Run 1, placement density heat map:
Bar = 50 µm. 13 x 13 tiles, from white (low) to dark blue (high), 0 to 100% covered.
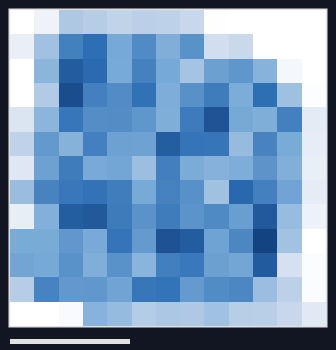
Run 1, where the registers sit:
Bar = 50 µm. Other sequential cells in the stronger gray, the rest of the logic in the fainter gray.
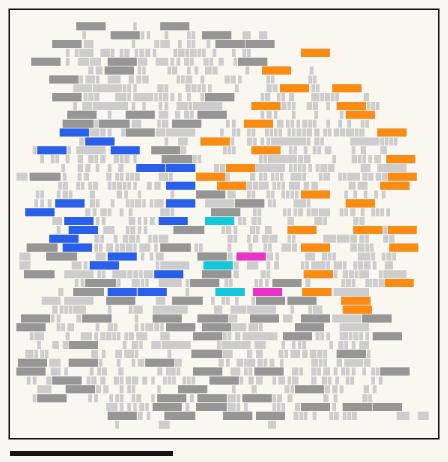
Run 1, wires at chosen ports, followed through buffers:
Bar = 50 µm.
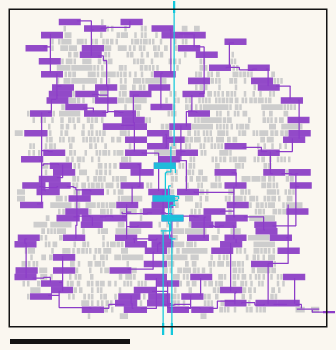
### src/rtl/vote3_ctrl_pkg.sv
// -----------------------------------------------------------------------------
// vote3_ctrl_pkg
// Shared definitions for the three-person voting front end:
//   - FSM state encoding (binary, 2 bits)
//   - majority3(): 2-of-3 majority over a {A,B,C} ballot vector
// Imported by vote3_ctrl. The verdict logic calls majority3() so that every
// user of the voting function resolves ballots the same way.
// -----------------------------------------------------------------------------
package vote3_ctrl_pkg;

  typedef enum logic [1:0] {
    ST_IDLE   = 2'd0,
    ST_VOTE   = 2'd1,
    ST_RESULT = 2'd2
  } state_t;

  // Ballot bit order is {A,B,C}. A voter that never pressed counts as "no".
  function automatic logic majority3(input logic [2:0] ballot);
    return (ballot[2] & ballot[1]) |
           (ballot[1] & ballot[0]) |
           (ballot[2] & ballot[0]);
  endfunction

endpackage

### src/rtl/vote3_ctrl_key_debounce.sv
// -----------------------------------------------------------------------------
// key_debounce
// Turns one raw, bounce-prone, active-low push-key into a clean debounced
// level and a single-cycle press strobe.
//
// Parameters:
//   DEB_CYCLES  stability time in clocks before the debounced level follows
//               the synchronized key (minimum 2)
//
// Ports:
//   CLK_50M    in   system clock
//   RST_N      in   asynchronous active-low reset
//   KEY_IN     in   raw key pin, active-low, asynchronous to CLK_50M
//   KEY_LEVEL  out  debounced key level (idle high)
//   KEY_PRESS  out  one-cycle registered strobe on a debounced 1->0 edge
// -----------------------------------------------------------------------------
module key_debounce #(
  parameter int DEB_CYCLES = 1_000_000
) (
  input  logic CLK_50M,
  input  logic RST_N,
  input  logic KEY_IN,
  output logic KEY_LEVEL,
  output logic KEY_PRESS
);

  localparam int CW = (DEB_CYCLES > 1) ? $clog2(DEB_CYCLES) : 1;
  localparam logic [CW-1:0] CNT_LAST = CW'(DEB_CYCLES - 1);

  logic          sync_meta;
  logic          sync_key;
  logic          level_q;
  logic          level_prev;
  logic          press_q;
  logic [CW-1:0] stable_cnt;

  // Synchronizer and debouncer idle high so that a reset never looks like
  // a press once released.
  always_ff @(posedge CLK_50M or negedge RST_N) begin
    if (!RST_N) begin
      sync_meta  <= 1'b1;
      sync_key   <= 1'b1;
      level_q    <= 1'b1;
      level_prev <= 1'b1;
      press_q    <= 1'b0;
      stable_cnt <= '0;
    end else begin
      sync_meta  <= KEY_IN;
      sync_key   <= sync_meta;
      level_prev <= level_q;
      // Only a debounced fall produces a strobe; releases are silent.
      press_q    <= level_prev & ~level_q;

      if (sync_key != level_q) begin
        if (stable_cnt == CNT_LAST) begin
          level_q    <= sync_key;
          stable_cnt <= '0;
        end else begin
          stable_cnt <= stable_cnt + CW'(1);
        end
      end else begin
        // Any return to the current level restarts the stability count,
        // which is what rejects short glitches.
        stable_cnt <= '0;
      end
    end
  end

  assign KEY_LEVEL = level_q;
  assign KEY_PRESS = press_q;

endmodule

### src/rtl/vote3_ctrl.sv
// -----------------------------------------------------------------------------
// vote3_ctrl
// Sequential front end of the three-person voting function. Debounces the
// START key and three voter keys, opens a timed voting window on START,
// latches one sticky ballot per voter and, when the window closes (timeout
// or all three voted), resolves the 2-of-3 majority and holds it on LEDs.
//
// Parameters:
//   DEB_CYCLES  debounce stability time in clocks (minimum 2)
//   WIN_CYCLES  voting window length in clocks (minimum 2)
//
// Ports:
//   CLK_50M    in   system clock (only clock)
//   RST_N      in   asynchronous active-low reset
//   KEY_START  in   raw start key, active-low
//   KEY_A/B/C  in   raw voter keys, active-low
//   LED_VOTE   out  latched ballots {A,B,C}, 1 = yes
//   LED_PASS   out  verdict: two or more yes votes
//   LED_FAIL   out  verdict: fewer than two yes votes
//   BUSY       out  high while the voting window is open
//   DONE       out  one-cycle strobe when a verdict is produced
//
// State table:
//   state     | meaning
//   ----------+---------------------------------------------------------
//   ST_IDLE   | after reset, no session yet; waits for START
//   ST_VOTE   | window open, counter running, ballots being latched
//   ST_RESULT | verdict held on LEDs; START begins a new session
// -----------------------------------------------------------------------------
module vote3_ctrl
  import vote3_ctrl_pkg::*;
#(
  parameter int DEB_CYCLES = 1_000_000,
  parameter int WIN_CYCLES = 500_000_000
) (
  input  logic       CLK_50M,
  input  logic       RST_N,
  input  logic       KEY_START,
  input  logic       KEY_A,
  input  logic       KEY_B,
  input  logic       KEY_C,
  output logic [2:0] LED_VOTE,
  output logic       LED_PASS,
  output logic       LED_FAIL,
  output logic       BUSY,
  output logic       DONE
);

  localparam int WW = (WIN_CYCLES > 1) ? $clog2(WIN_CYCLES) : 1;
  localparam logic [WW-1:0] WIN_LAST = WW'(WIN_CYCLES - 1);

  // ---------------------------------------------------------------------------
  // Key path
  // ---------------------------------------------------------------------------
  logic [3:0] key_level;
  logic       start_press;
  logic [2:0] voter_press;

  key_debounce #(.DEB_CYCLES(DEB_CYCLES)) u_key_start (
    .CLK_50M  (CLK_50M),
    .RST_N    (RST_N),
    .KEY_IN   (KEY_START),
    .KEY_LEVEL(key_level[3]),
    .KEY_PRESS(start_press)
  );

  key_debounce #(.DEB_CYCLES(DEB_CYCLES)) u_key_a (
    .CLK_50M  (CLK_50M),
    .RST_N    (RST_N),
    .KEY_IN   (KEY_A),
    .KEY_LEVEL(key_level[2]),
    .KEY_PRESS(voter_press[2])
  );

  key_debounce #(.DEB_CYCLES(DEB_CYCLES)) u_key_b (
    .CLK_50M  (CLK_50M),
    .RST_N    (RST_N),
    .KEY_IN   (KEY_B),
    .KEY_LEVEL(key_level[1]),
    .KEY_PRESS(voter_press[1])
  );

  key_debounce #(.DEB_CYCLES(DEB_CYCLES)) u_key_c (
    .CLK_50M  (CLK_50M),
    .RST_N    (RST_N),
    .KEY_IN   (KEY_C),
    .KEY_LEVEL(key_level[0]),
    .KEY_PRESS(voter_press[0])
  );

  // ---------------------------------------------------------------------------
  // FSM, window counter, ballot register and verdict
  // ---------------------------------------------------------------------------
  state_t        state, state_n;
  logic [WW-1:0] win_cnt, win_cnt_n;
  logic [2:0]    vote_q, vote_n;
  logic          pass_q, pass_n;
  logic          fail_q, fail_n;
  logic          busy_q, busy_n;
  logic          done_q, done_n;
  logic [2:0]    ballot;

  always_ff @(posedge CLK_50M or negedge RST_N) begin
    if (!RST_N) begin
      state   <= ST_IDLE;
      win_cnt <= '0;
      vote_q  <= 3'b000;
      pass_q  <= 1'b0;
      fail_q  <= 1'b0;
      busy_q  <= 1'b0;
      done_q  <= 1'b0;
    end else begin
      state   <= state_n;
      win_cnt <= win_cnt_n;
      vote_q  <= vote_n;
      pass_q  <= pass_n;
      fail_q  <= fail_n;
      busy_q  <= busy_n;
      done_q  <= done_n;
    end
  end

  // Ballots including this cycle's strobes: a press landing on the expiry
  // cycle is folded in before the verdict is taken.
  assign ballot = vote_q | voter_press;

  always_comb begin
    state_n   = state;
    win_cnt_n = win_cnt;
    vote_n    = vote_q;
    pass_n    = pass_q;
    fail_n    = fail_q;
    busy_n    = busy_q;
    done_n    = 1'b0;

    case (state)
      ST_IDLE: begin
        if (start_press) begin
          state_n   = ST_VOTE;
          win_cnt_n = '0;
          vote_n    = 3'b000;
          pass_n    = 1'b0;
          fail_n    = 1'b0;
          busy_n    = 1'b1;
        end
      end

      ST_VOTE: begin
        win_cnt_n = win_cnt + WW'(1);
        vote_n    = ballot;
        // All-voted exit looks at the registered ballot, so it lands one
        // edge after the third bit sets, matching the timeout latency.
        if ((win_cnt == WIN_LAST) || (vote_q == 3'b111)) begin
          state_n = ST_RESULT;
          pass_n  = majority3(ballot);
          fail_n  = ~majority3(ballot);
          busy_n  = 1'b0;
          done_n  = 1'b1;
        end
      end

      ST_RESULT: begin
        if (start_press) begin
          state_n   = ST_VOTE;
          win_cnt_n = '0;
          vote_n    = 3'b000;
          pass_n    = 1'b0;
          fail_n    = 1'b0;
          busy_n    = 1'b1;
        end
      end

      default: begin
        state_n = ST_IDLE;
        busy_n  = 1'b0;
      end
    endcase
  end

  assign LED_VOTE = vote_q;
  assign LED_PASS = pass_q;
  assign LED_FAIL = fail_q;
  assign BUSY     = busy_q;
  assign DONE     = done_q;

endmodule

### config.mk
export PLATFORM = sky130hd
export DESIGN_NAME = vote3_ctrl
export DESIGN_NICKNAME = d
export VERILOG_FILES = /design/src/rtl/vote3_ctrl_pkg.sv /design/src/rtl/vote3_ctrl_key_debounce.sv /design/src/rtl/vote3_ctrl.sv
export SDC_FILE = /design/constraint.sdc
export NUM_CORES = 1
export LEC_CHECK = 0
export ABC_AREA = 1
export ABC_CLOCK_PERIOD_IN_PS = 2100
export CORE_MARGIN = 1.5
export CORE_UTILIZATION = 43
export DETAILED_ROUTE_END_ITERATION = 7
export PLACE_DENSITY = 0.61
export SYNTH_ARGS = -nofsm -noshare
export SYNTH_HDL_FRONTEND = slang
export SYNTH_SLANG_ARGS = --single-unit
export TNS_END_PERCENT = 50
### constraint.sdc
create_clock -name CLK_50M -period 2.1 [get_ports CLK_50M]
set_input_delay 0.21 -clock CLK_50M [delete_from_list [all_inputs] [get_ports CLK_50M]]
set_output_delay 0.21 -clock CLK_50M [all_outputs]
set_load 0.1 [all_outputs]
==> run_summary.xml, run 1 <==
<?xml version="1.0" encoding="UTF-8"?>
<metrics>
  <group name="outcome">
    <metric name="outcome" unit="">complete, no violations</metric>
  </group>
  <group name="final_layout">
    <metric name="non_clock_buffer_share" unit="%">2.25</metric>
    <metric name="max_area_cell_class" unit="">flip-flops and latches</metric>
    <metric name="layout.cells.most_common" unit="">sky130_fd_sc_hd__nor2_1</metric>
    <metric name="n_all_inverters" unit="">130</metric>
    <metric name="fraction_of_area_in_clock_buffers_and_inverters" unit="%">8.00</metric>
    <metric name="layout.area.comb" unit="µm²">3120</metric>
    <metric name="clock_buffers" unit="">18</metric>
    <metric name="area_growth_syn_to_layout" unit="%">15.4</metric>
    <metric name="post-route-util" unit="%">51.2</metric>
    <metric name="num_antenna_cells" unit="">0</metric>
    <metric name="combAreaFraction" unit="%">38.1</metric>
    <metric name="logic_gate_count" unit="">621</metric>
    <metric name="seqAreaFraction" unit="%">42.4</metric>
    <metric name="postLayoutCellArea" unit="µm²">8190</metric>
    <metric name="seq_area" unit="µm²">3470</metric>
    <metric name="mostFrequentLayoutCells" unit="">sky130_fd_sc_hd__nor2_1 (177), sky130_fd_sc_hd__nand2_1 (158), sky130_fd_sc_hd__dfrtp_1 (122)</metric>
  </group>
  <group name="setup_path">
    <metric name="worst-path-max-fanout" unit="">10</metric>
    <metric name="timing_worst_setup_path_type" unit="">reg2reg</metric>
    <metric name="worstPathArrival" unit="ns">1.93</metric>
    <metric name="critPathRequiredTime" unit="ns">2.40</metric>
    <metric name="worstSetupPathDepth" unit="">10</metric>
    <metric name="cp.buffers_inverters" unit="">2</metric>
    <metric name="worstPathCellList" unit="">ha_1, nand3_1, nor2_2, inv_1, nor2_2, nand3_2, nand2_2, inv_2, nand2_1, nor2_1</metric>
    <metric name="startpoint_type" unit="">flop</metric>
    <metric name="timing.critical_path.max_delay_family" unit="">simple AND/OR/NAND/NOR gates</metric>
    <metric name="rr_worst_depth" unit="">10</metric>
    <metric name="timing.critical_path.slowest_stage_cell" unit="">sky130_fd_sc_hd__dfrtp_1</metric>
    <metric name="critical_path.endpoint_type" unit="">flop</metric>
    <metric name="worst_path_largest_cell_delay" unit="ns">0.37</metric>
  </group>
  <group name="drt">
    <metric name="viasPerCell" unit="">4.80</metric>
    <metric name="detailroute.via_count" unit="">5554</metric>
    <metric name="detail_route.first_pass.iterations" unit="">5</metric>
    <metric name="wirelength" unit="mm">14.1</metric>
    <metric name="met2RoutedLength" unit="mm">6.42</metric>
    <metric name="wl_met1" unit="mm">7.07</metric>
    <metric name="post_route_ant_nets" unit="">0</metric>
  </group>
  <group name="floorplanning">
    <metric name="chipHeight" unit="µm">131</metric>
    <metric name="rows" unit="">46</metric>
    <metric name="placeableCoreArea" unit="µm²">16000</metric>
    <metric name="chip_area" unit="µm²">17300</metric>
    <metric name="die_width" unit="µm">131</metric>
  </group>
  <group name="synth">
    <metric name="async_s_r_ff_share_synth" unit="%">100</metric>
    <metric name="yosys_cells" unit="">893</metric>
    <metric name="syn_nets" unit="">904</metric>
    <metric name="simple_gate_area_share" unit="%">33.4</metric>
    <metric name="synth.top_cells.by_area" unit="">sky130_fd_sc_hd__dfrtp_1 (43%), sky130_fd_sc_hd__nor2_1 (9.4%), sky130_fd_sc_hd__nand2_1 (8.4%)</metric>
    <metric name="synthesis.yosys.warnings" unit="">0</metric>
    <metric name="synth_cell_area" unit="µm²">7100</metric>
    <metric name="yosysMostFrequentCell" unit="">sky130_fd_sc_hd__nor2_1</metric>
    <metric name="synth.cellmix.adderShare" unit="%">0.881</metric>
    <metric name="synth_chip_area" unit="µm²">7100</metric>
    <metric name="synth_cells" unit="">893</metric>
    <metric name="post_synth_mux_area_share" unit="%">0</metric>
    <metric name="count_of_different_cell_masters_after_synthesis" unit="">35</metric>
    <metric name="ys_top_logic_family" unit="">simple AND/OR/NAND/NOR gates</metric>
    <metric name="ys_seq_share" unit="%">48.9</metric>
    <metric name="postSynthRegisterBits" unit="">138</metric>
    <metric name="synth.avg_cell_area" unit="µm²">7.95</metric>
    <metric name="synth.cellmix.xorXnorShare" unit="%">3.95</metric>
  </group>
  <group name="cts">
    <metric name="clkLatencyLatePin" unit="ns">0.41</metric>
    <metric name="cts-resized-gates" unit="">0</metric>
    <metric name="cts.repair_timing.setup_buffer_count" unit="">0</metric>
    <metric name="clock_sinks" unit="">138</metric>
    <metric name="ctsRootBufferMaster" unit="">sky130_fd_sc_hd__clkbuf_16</metric>
    <metric name="cts_max_level" unit="">4</metric>
    <metric name="cts_buffer_depth" unit="">2</metric>
  </group>
  <group name="final_timing">
    <metric name="rsz0062_at_grt" unit="">false</metric>
    <metric name="finalWorstSetupSlack" unit="ns">0.474</metric>
    <metric name="finalClockSkew" unit="ns">0.00873</metric>
    <metric name="highest_achievable_clock_rate" unit="MHz">615</metric>
    <metric name="maxSlewViolCount" unit="">0</metric>
    <metric name="period_utilization_post_route" unit="%">77.4</metric>
    <metric name="hold_viol" unit="">0</metric>
    <metric name="setup_viol" unit="">0</metric>
    <metric name="tightest_slew" unit="ns">0.476</metric>
    <metric name="fin_hold_ws" unit="ns">0.196</metric>
  </group>
  <group name="power">
    <metric name="power.density_cell_area" unit="nW/µm²">754</metric>
    <metric name="top_power_group" unit="">clock</metric>
    <metric name="switchingPower" unit="W">0.00129</metric>
    <metric name="sw_frac_of_total" unit="%">20.9</metric>
    <metric name="clock_power_share" unit="%">53.6</metric>
    <metric name="power_consumed_by_sequential_cells" unit="W">0.00271</metric>
    <metric name="power.sequential.fraction" unit="%">43.9</metric>
    <metric name="combPwrFrac" unit="%">2.4</metric>
    <metric name="clock_group_total_power" unit="W">0.00331</metric>
    <metric name="static-leakage-power" unit="nW">3.59</metric>
    <metric name="vdd.ir_drop.worst" unit="V">0.000542</metric>
  </group>
  <group name="global_route">
    <metric name="grt_antenna_before_repair" unit="">0</metric>
    <metric name="met3_usage_grt" unit="%">4.63</metric>
    <metric name="groute.usage.overall" unit="%">17.8</metric>
    <metric name="grt.met1_usage" unit="%">24.3</metric>
    <metric name="grt_start_max_net_pins" unit="">50</metric>
    <metric name="grt_overflow_total" unit="">0</metric>
  </group>
  <group name="job">
    <metric name="stage_log_warnings" unit="">26</metric>
    <metric name="drv.max_cap_violation_count" unit="">0</metric>
  </group>
  <group name="min_path">
    <metric name="worstHoldPathCells" unit="">1</metric>
  </group>
  <group name="place">
    <metric name="detailed_place_hpwl" unit="mm">10.2</metric>
    <metric name="place_worst_setup_slack" unit="ns">0.472</metric>
  </group>
</metrics>
About 'placement density heat map':
nearly empty tiles: 10%
fullest tile: 92%
emptiest ninth of the die: north-east

About 'where the registers sit':
legend:
  magenta:
    netlist_name: `state`
    sequential_cells: 2
  cyan:
    netlist_name: `LED_VOTE`
    sequential_cells: 3
  orange:
    netlist_name: `win_cnt`
    sequential_cells: 29
  blue:
    netlist_name: `u_key_start.stable_cnt`
    sequential_cells: 20
    where: west
not colored: 84

About 'wires at chosen ports, followed through buffers':
legend:
  cyan:
    port: `LED_VOTE`
    bits: 3
    direction: output
    end_cells: 3
    buffers: 3
    wire: 219 µm
  purple:
    port: `RST_N`
    bits: 1
    direction: input
    end_cells: 138
    buffers: 5
    wire: 1090 µm
port bufs: 12
# IOs: 13

## run 1: worst paths after layout
check                                               start                         end  slack (ns)
worst max-delay path            u_key_start.stable_cnt[0]  u_key_start.stable_cnt[13]        0.47
worst min-delay path                                KEY_C           u_key_c.sync_meta        0.20
worst max register to register  u_key_start.stable_cnt[0]  u_key_start.stable_cnt[13]        0.47
worst min register to register          u_key_c.sync_meta            u_key_c.sync_key        0.36
max in group asynchronous                           RST_N           u_key_c.sync_meta        1.12
min in group asynchronous                           RST_N      u_key_c.stable_cnt[15]        0.30
## run 1: sequential cells by signal (all words and copies together) (netlist names), 2 cells and up
register                flops
state                       2
u_key_start.stable_cnt     20
win_cnt                    29
LED_VOTE                    3
u_key_c.stable_cnt         20
u_key_b.stable_cnt         20
u_key_a.stable_cnt         20
Run 1, floorplan with the power grid:
Bar = 50 µm. Pins as bars on the die edge. Tap cells in gray.
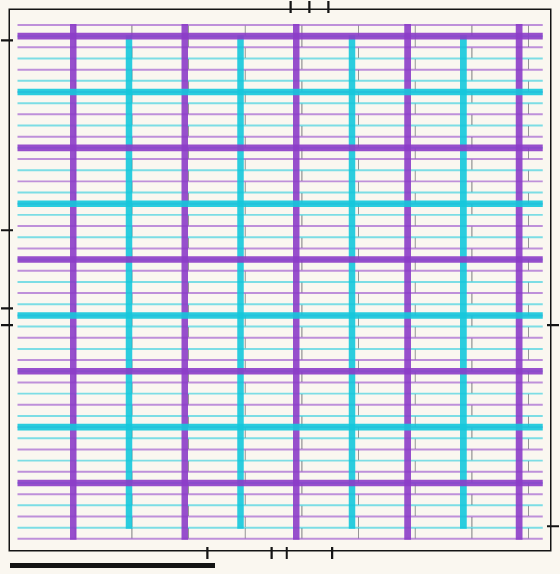

==> run 2: changes to the inputs <==
ABC_CLOCK_PERIOD_IN_PS = 1500   (was 2100)
clock period = 1.5 ns   (was 2.1 ns; I/O delays follow)
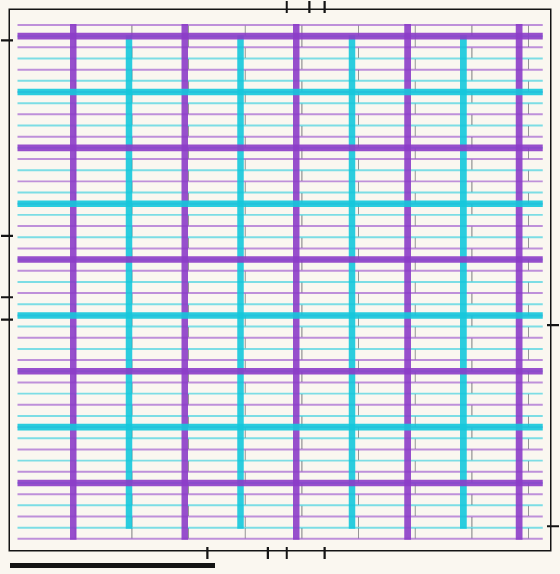
Run 2: floorplan with the power grid
Bar = 50 µm. Pins as bars on the die edge. Tap cells in gray.
legend:
  cyan:
    net: VDD
  purple:
    net: VSS
met4 straps: 9
signal pins: 13
tap cells: 216
rows: 46
met5 straps: 9
Placeable Area: 16000 µm²
horizontal die dimension: 131 µm
IR drop worst, VDD: 0.000759 V

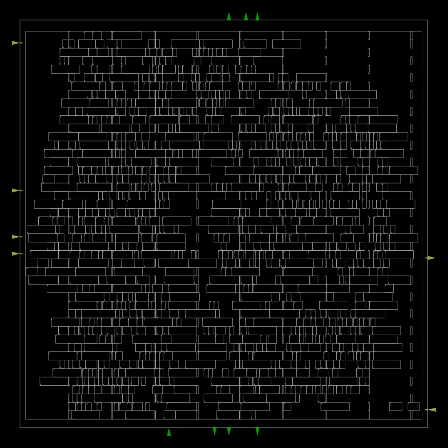
Run 2: cell outlines without signal wires
Seq/total area: 38.1%
num sequential: 138
number of tapcells: 216
fill cell count: 1491

==> run 2 against run 1 <==
Compared with the run above: wire length rose by 9.3%; combinational power rose by 120%; core utilization rose by 6.0 points; the flow now finishes with violations (negative setup slack); synthesized area did not move; critical path depth fell by 1; flip-flop count did not move; critical path type unchanged; clock-buffer cell count rose by 1; global-route usage rose by 0.52 points; sequential power rose by about 40%.
==> run_summary.xml, run 2 <==
<?xml version="1.0" encoding="UTF-8"?>
<metrics>
  <group name="cts">
    <metric name="cts-resized-gates" unit="">4</metric>
    <metric name="clock_sinks" unit="">138</metric>
    <metric name="cts_buffer_depth" unit="">2</metric>
    <metric name="cts_max_level" unit="">4</metric>
    <metric name="cts.repair_timing.setup_buffer_count" unit="">6</metric>
    <metric name="clkLatencyLatePin" unit="ns">0.43</metric>
    <metric name="ctsRootBufferMaster" unit="">sky130_fd_sc_hd__clkbuf_16</metric>
  </group>
  <group name="setup_path">
    <metric name="critPathRequiredTime" unit="ns">1.81</metric>
    <metric name="timing_worst_setup_path_type" unit="">reg2reg</metric>
    <metric name="worstPathArrival" unit="ns">1.86</metric>
    <metric name="rr_worst_depth" unit="">9</metric>
    <metric name="worst-path-max-fanout" unit="">5</metric>
    <metric name="worst-r2r-setup-slack" unit="ns">-0.06</metric>
    <metric name="timing.critical_path.from" unit="">u_key_start.stable_cnt[1]</metric>
    <metric name="worstSetupPathDepth" unit="">9</metric>
    <metric name="worst_path_largest_cell_delay" unit="ns">0.36</metric>
    <metric name="cp.buffers_inverters" unit="">2</metric>
    <metric name="startpoint_type" unit="">flop</metric>
    <metric name="critical_path.endpoint_type" unit="">flop</metric>
    <metric name="r2r-start" unit="">u_key_start.stable_cnt[1]</metric>
    <metric name="timing.critical_path.slowest_stage_cell" unit="">sky130_fd_sc_hd__dfrtp_1</metric>
    <metric name="crit_end" unit="">u_key_start.stable_cnt[14]</metric>
    <metric name="timing.critical_path.max_delay_family" unit="">simple AND/OR/NAND/NOR gates</metric>
  </group>
  <group name="synth">
    <metric name="synth_cell_area" unit="µm²">7100</metric>
    <metric name="synth.cellmix.adderShare" unit="%">0.881</metric>
    <metric name="synth_chip_area" unit="µm²">7100</metric>
    <metric name="netlist_top_cells_count" unit="">sky130_fd_sc_hd__nor2_1 (177), sky130_fd_sc_hd__nand2_1 (158), sky130_fd_sc_hd__dfrtp_1 (122)</metric>
    <metric name="yosysMostFrequentCell" unit="">sky130_fd_sc_hd__nor2_1</metric>
    <metric name="count_of_different_cell_masters_after_synthesis" unit="">35</metric>
    <metric name="synth.avg_cell_area" unit="µm²">7.95</metric>
    <metric name="synth_cells" unit="">893</metric>
    <metric name="synth.top_cells.by_area" unit="">sky130_fd_sc_hd__dfrtp_1 (43%), sky130_fd_sc_hd__nor2_1 (9.4%), sky130_fd_sc_hd__nand2_1 (8.4%)</metric>
    <metric name="yosys_cells" unit="">893</metric>
    <metric name="post_synth_mux_area_share" unit="%">0</metric>
    <metric name="synthesis.yosys.warnings" unit="">0</metric>
    <metric name="postSynthRegisterBits" unit="">138</metric>
    <metric name="simple_gate_area_share" unit="%">33.4</metric>
    <metric name="ys_seq_share" unit="%">48.9</metric>
    <metric name="syn_nets" unit="">904</metric>
    <metric name="async_s_r_ff_share_synth" unit="%">100</metric>
    <metric name="ys_top_logic_family" unit="">simple AND/OR/NAND/NOR gates</metric>
  </group>
  <group name="global_route">
    <metric name="grt_antenna_before_repair" unit="">0</metric>
    <metric name="grt_overflow_total" unit="">0</metric>
    <metric name="met3_usage_grt" unit="%">4.21</metric>
    <metric name="grt_start_max_net_pins" unit="">53</metric>
    <metric name="groute.usage.overall" unit="%">18.3</metric>
  </group>
  <group name="power">
    <metric name="sw_frac_of_total" unit="%">22.4</metric>
    <metric name="power.density_cell_area" unit="nW/µm²">922</metric>
    <metric name="static-leakage-power" unit="nW">3.95</metric>
    <metric name="combPwrFrac" unit="%">3.9</metric>
    <metric name="clock_power_share" unit="%">51.0</metric>
  </group>
  <group name="final_layout">
    <metric name="fraction_of_area_in_clock_buffers_and_inverters" unit="%">6.59</metric>
    <metric name="layout.cells.most_common" unit="">sky130_fd_sc_hd__nor2_1</metric>
    <metric name="clock_buffers" unit="">19</metric>
    <metric name="mostFrequentLayoutCells" unit="">sky130_fd_sc_hd__nor2_1 (159), sky130_fd_sc_hd__nand2_1 (132), sky130_fd_sc_hd__dfrtp_1 (115), sky130_fd_sc_hd__inv_1 (115), sky130_fd_sc_hd__buf_4 (54)</metric>
    <metric name="combAreaFraction" unit="%">38.4</metric>
    <metric name="seq_area" unit="µm²">3480</metric>
    <metric name="max_area_cell_class" unit="">combinational gates</metric>
    <metric name="area_growth_syn_to_layout" unit="%">28.9</metric>
    <metric name="number_of_flip_flops_in_the_largest_register" unit="">29</metric>
    <metric name="largest_register" unit="">win_cnt</metric>
    <metric name="non_clock_buffer_share" unit="%">8.40</metric>
    <metric name="logic_gate_count" unit="">621</metric>
    <metric name="num_antenna_cells" unit="">0</metric>
    <metric name="layout.area.comb" unit="µm²">3510</metric>
  </group>
  <group name="drt">
    <metric name="detailroute.via_count" unit="">5904</metric>
    <metric name="wl_met1" unit="mm">7.44</metric>
    <metric name="detail_route.first_pass.iterations" unit="">5</metric>
    <metric name="post_route_ant_nets" unit="">0</metric>
    <metric name="viasPerCell" unit="">4.86</metric>
    <metric name="route.detailed.wl_per_inst" unit="µm">12.7</metric>
    <metric name="met2RoutedLength" unit="mm">7.16</metric>
  </group>
  <group name="outcome">
    <metric name="outcome" unit="">complete, but fails checks</metric>
    <metric name="violations" unit="">negative setup slack</metric>
  </group>
  <group name="final_timing">
    <metric name="hold_viol" unit="">0</metric>
    <metric name="tightest_slew" unit="ns">0.342</metric>
    <metric name="maxSlewViolCount" unit="">0</metric>
    <metric name="setup_viol" unit="">25</metric>
    <metric name="final.min_clock_period" unit="ns">1.56</metric>
    <metric name="finalClockSkew" unit="ns">0.00639</metric>
    <metric name="period_utilization_post_route" unit="%">104</metric>
    <metric name="highest_achievable_clock_rate" unit="MHz">643</metric>
    <metric name="finalWorstSetupSlack" unit="ns">-0.0556</metric>
    <metric name="fin_hold_ws" unit="ns">0.122</metric>
    <metric name="rsz0062_at_grt" unit="">true</metric>
  </group>
  <group name="place">
    <metric name="detailed_place_hpwl" unit="mm">10.6</metric>
    <metric name="io_buffers" unit="">12</metric>
  </group>
  <group name="job">
    <metric name="stage_log_warnings" unit="">28</metric>
  </group>
  <group name="floorplanning">
    <metric name="chip_area" unit="µm²">17300</metric>
    <metric name="rows" unit="">46</metric>
    <metric name="top_level_ports" unit="">13</metric>
  </group>
  <group name="min_path">
    <metric name="min_delay_worst_endpoint" unit="">u_key_c.sync_meta</metric>
    <metric name="min-delay-start" unit="">KEY_C</metric>
  </group>
</metrics>
[run 2: cell counts after synthesis]
No cell type changed its count.
[run 2: power by group through the flow]
stage	Clock, W	Sequential (W)	Combinational, W
5_1_grt	0.00456	0.00380	0.000374
6_report	0.00430	0.00380	0.000331
2_1_floorplan	0	0.00386	0.0000871
4_1_cts	0.00438	0.00380	0.000276
3_3_place_gp	0	0.00386	0.000251
3_5_place_dp	0	0.00386	0.000253
[run 2: metrics by stage]
stage	worst slack, ns	util, %	power [W]	setup TNS, ns	cells
finish	-0.0556	57.2	0.00843	-0.403	1216
global route	-0.137	57.2	0.00873	-5.92	1216
CTS	-0.0101	53.5	0.00845	-0.0161	1197
detailed placement	-0.0714	49.2	0.00411	-0.365	1158
global placement	-0.0333	49.2	0.00411	-0.107	1158
floorplan	0.0765	-	0.00395	0	893
Run 2, wires at chosen ports, followed through buffers:
Bar = 50 µm.
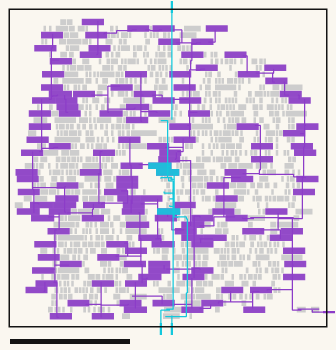

==> run 3: changes to the inputs <==
ABC_CLOCK_PERIOD_IN_PS = 2000   (was 1500)
clock period = 2 ns   (was 1.5 ns; I/O delays follow)
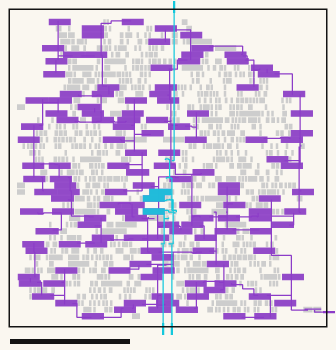
Run 3: wires at chosen ports, followed through buffers
Bar = 50 µm.
legend:
  purple:
    port: `RST_N`
    bits: 1
    direction: input
    end_cells: 138
    buffers: 6
    wire: 1100 µm
  cyan:
    port: `LED_VOTE`
    bits: 3
    direction: output
    end_cells: 3
    buffers: 3
    wire: 206 µm

==> run 3 against run 2 <==
Compared with the run above: the flow now finishes without violations; setup slack better by 0.46 ns; synthesized area stayed put; register-to-register slack better by 0.46 ns; cell count is 4.9% lower; largest power group unchanged; highest routed layer unchanged.
==> run_summary.xml, run 3 <==
<?xml version="1.0" encoding="UTF-8"?>
<metrics>
  <group name="outcome">
    <metric name="outcome" unit="">complete, no violations</metric>
  </group>
  <group name="final_layout">
    <metric name="fill_cell_count" unit="">1574</metric>
    <metric name="postLayoutCellArea" unit="µm²">8140</metric>
    <metric name="area_growth_syn_to_layout" unit="%">14.7</metric>
    <metric name="non_clock_buffer_share" unit="%">2.35</metric>
    <metric name="number_of_flip_flops_in_the_largest_register" unit="">29</metric>
    <metric name="max_area_cell_class" unit="">flip-flops and latches</metric>
    <metric name="numSequentialCells" unit="">138</metric>
    <metric name="layout.area.comb" unit="µm²">3120</metric>
    <metric name="combAreaFraction" unit="%">38.3</metric>
    <metric name="post-route-util" unit="%">50.9</metric>
    <metric name="fraction_of_area_in_clock_buffers_and_inverters" unit="%">7.36</metric>
    <metric name="seqAreaFraction" unit="%">42.7</metric>
    <metric name="logic_gate_count" unit="">621</metric>
    <metric name="layoutNonFillerInstCount" unit="">1157</metric>
  </group>
  <group name="power">
    <metric name="power_consumed_by_sequential_cells" unit="W">0.00285</metric>
    <metric name="top_power_group" unit="">clock</metric>
    <metric name="clock_power_share" unit="%">51.3</metric>
    <metric name="sw_frac_of_total" unit="%">21.6</metric>
    <metric name="power" unit="W">0.00617</metric>
    <metric name="static-leakage-power" unit="nW">3.57</metric>
    <metric name="vdd.ir_drop.worst" unit="V">0.000655</metric>
    <metric name="clock_group_total_power" unit="W">0.00317</metric>
  </group>
  <group name="setup_path">
    <metric name="worst-path-max-fanout" unit="">10</metric>
    <metric name="startpoint_type" unit="">flop</metric>
    <metric name="r2r-start" unit="">u_key_start.stable_cnt[0]</metric>
    <metric name="timing_worst_setup_path_type" unit="">reg2reg</metric>
    <metric name="crit_end" unit="">u_key_start.stable_cnt[19]</metric>
    <metric name="rr_endpoint" unit="">u_key_start.stable_cnt[19]</metric>
    <metric name="worst-r2r-setup-slack" unit="ns">0.40</metric>
    <metric name="critPathRequiredTime" unit="ns">2.32</metric>
    <metric name="worstPathArrival" unit="ns">1.91</metric>
    <metric name="critical_path.endpoint_type" unit="">flop</metric>
  </group>
  <group name="place">
    <metric name="detailed_place_hpwl" unit="mm">10.1</metric>
    <metric name="place_worst_setup_slack" unit="ns">0.401</metric>
    <metric name="dp_cells" unit="">1124</metric>
  </group>
  <group name="synth">
    <metric name="synth_chip_area" unit="µm²">7100</metric>
    <metric name="async_s_r_ff_share_synth" unit="%">100</metric>
    <metric name="synth.top_cells.by_area" unit="">sky130_fd_sc_hd__dfrtp_1 (43%), sky130_fd_sc_hd__nor2_1 (9.4%), sky130_fd_sc_hd__nand2_1 (8.4%)</metric>
    <metric name="netlist_top_cells_count" unit="">sky130_fd_sc_hd__nor2_1 (177), sky130_fd_sc_hd__nand2_1 (158), sky130_fd_sc_hd__dfrtp_1 (122)</metric>
    <metric name="synthesis.yosys.warnings" unit="">0</metric>
    <metric name="postSynthRegisterBits" unit="">138</metric>
    <metric name="synth_cells" unit="">893</metric>
  </group>
  <group name="drt">
    <metric name="met2RoutedLength" unit="mm">6.24</metric>
    <metric name="wirelength" unit="mm">14.1</metric>
    <metric name="detailroute.via_count" unit="">5539</metric>
  </group>
  <group name="cts">
    <metric name="cts_buffer_depth" unit="">2</metric>
    <metric name="cts.repair_timing.setup_buffer_count" unit="">0</metric>
    <metric name="cts_max_level" unit="">4</metric>
    <metric name="ctsRootBufferMaster" unit="">sky130_fd_sc_hd__clkbuf_16</metric>
    <metric name="clkLatencyLatePin" unit="ns">0.43</metric>
    <metric name="cts-resized-gates" unit="">0</metric>
  </group>
  <group name="final_timing">
    <metric name="setup_tns" unit="ns">0</metric>
    <metric name="period_utilization_post_route" unit="%">79.9</metric>
    <metric name="tightest_slew" unit="ns">0.471</metric>
    <metric name="highest_achievable_clock_rate" unit="MHz">626</metric>
    <metric name="rsz0062_at_grt" unit="">false</metric>
    <metric name="fin_hold_ws" unit="ns">0.175</metric>
  </group>
  <group name="global_route">
    <metric name="groute.usage.overall" unit="%">17.9</metric>
    <metric name="grt_start_max_net_pins" unit="">49</metric>
    <metric name="grt.met1_usage" unit="%">25.2</metric>
  </group>
  <group name="job">
    <metric name="drv.max_cap_violation_count" unit="">0</metric>
    <metric name="stage_log_warnings" unit="">26</metric>
  </group>
  <group name="min_path">
    <metric name="min_delay_worst_endpoint" unit="">u_key_b.sync_meta</metric>
  </group>
  <group name="floorplanning">
    <metric name="top_level_ports" unit="">13</metric>
    <metric name="placeableCoreArea" unit="µm²">16000</metric>
  </group>
</metrics>
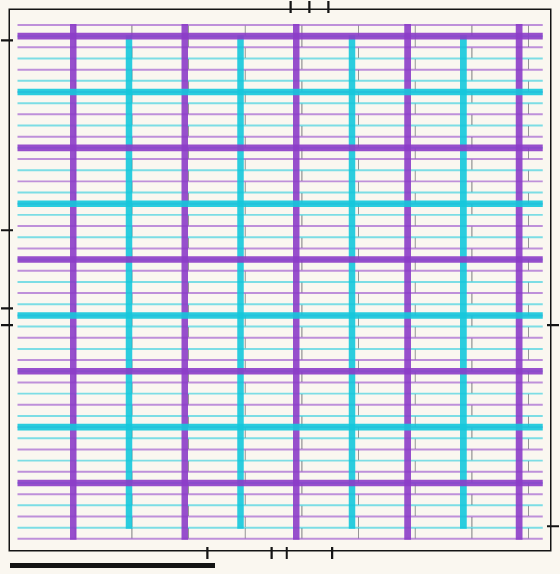
Run 3: floorplan with the power grid
Bar = 50 µm. Pins as bars on the die edge. Tap cells in gray.
legend:
  purple:
    net: VSS
  cyan:
    net: VDD
rows: 46
met5 straps: 9
met1 rails: 47
met4 straps: 9
tap cells: 216

-- run 3: critical path, cell delays in order, from the launching register on --
cell and delay (ns):
sky130_fd_sc_hd__dfrtp_1 0.37, sky130_fd_sc_hd__ha_1 0.19, sky130_fd_sc_hd__nand3_1 0.13, sky130_fd_sc_hd__nor2_2 0.12
sky130_fd_sc_hd__inv_1 0.07, sky130_fd_sc_hd__nor2_2 0.11, sky130_fd_sc_hd__nand3_2 0.11, sky130_fd_sc_hd__nand2_2 0.19
sky130_fd_sc_hd__inv_2 0.08, sky130_fd_sc_hd__nand2_1 0.07, sky130_fd_sc_hd__nor2_1 0.04
Power is estimated from default activity; no workload was simulated.
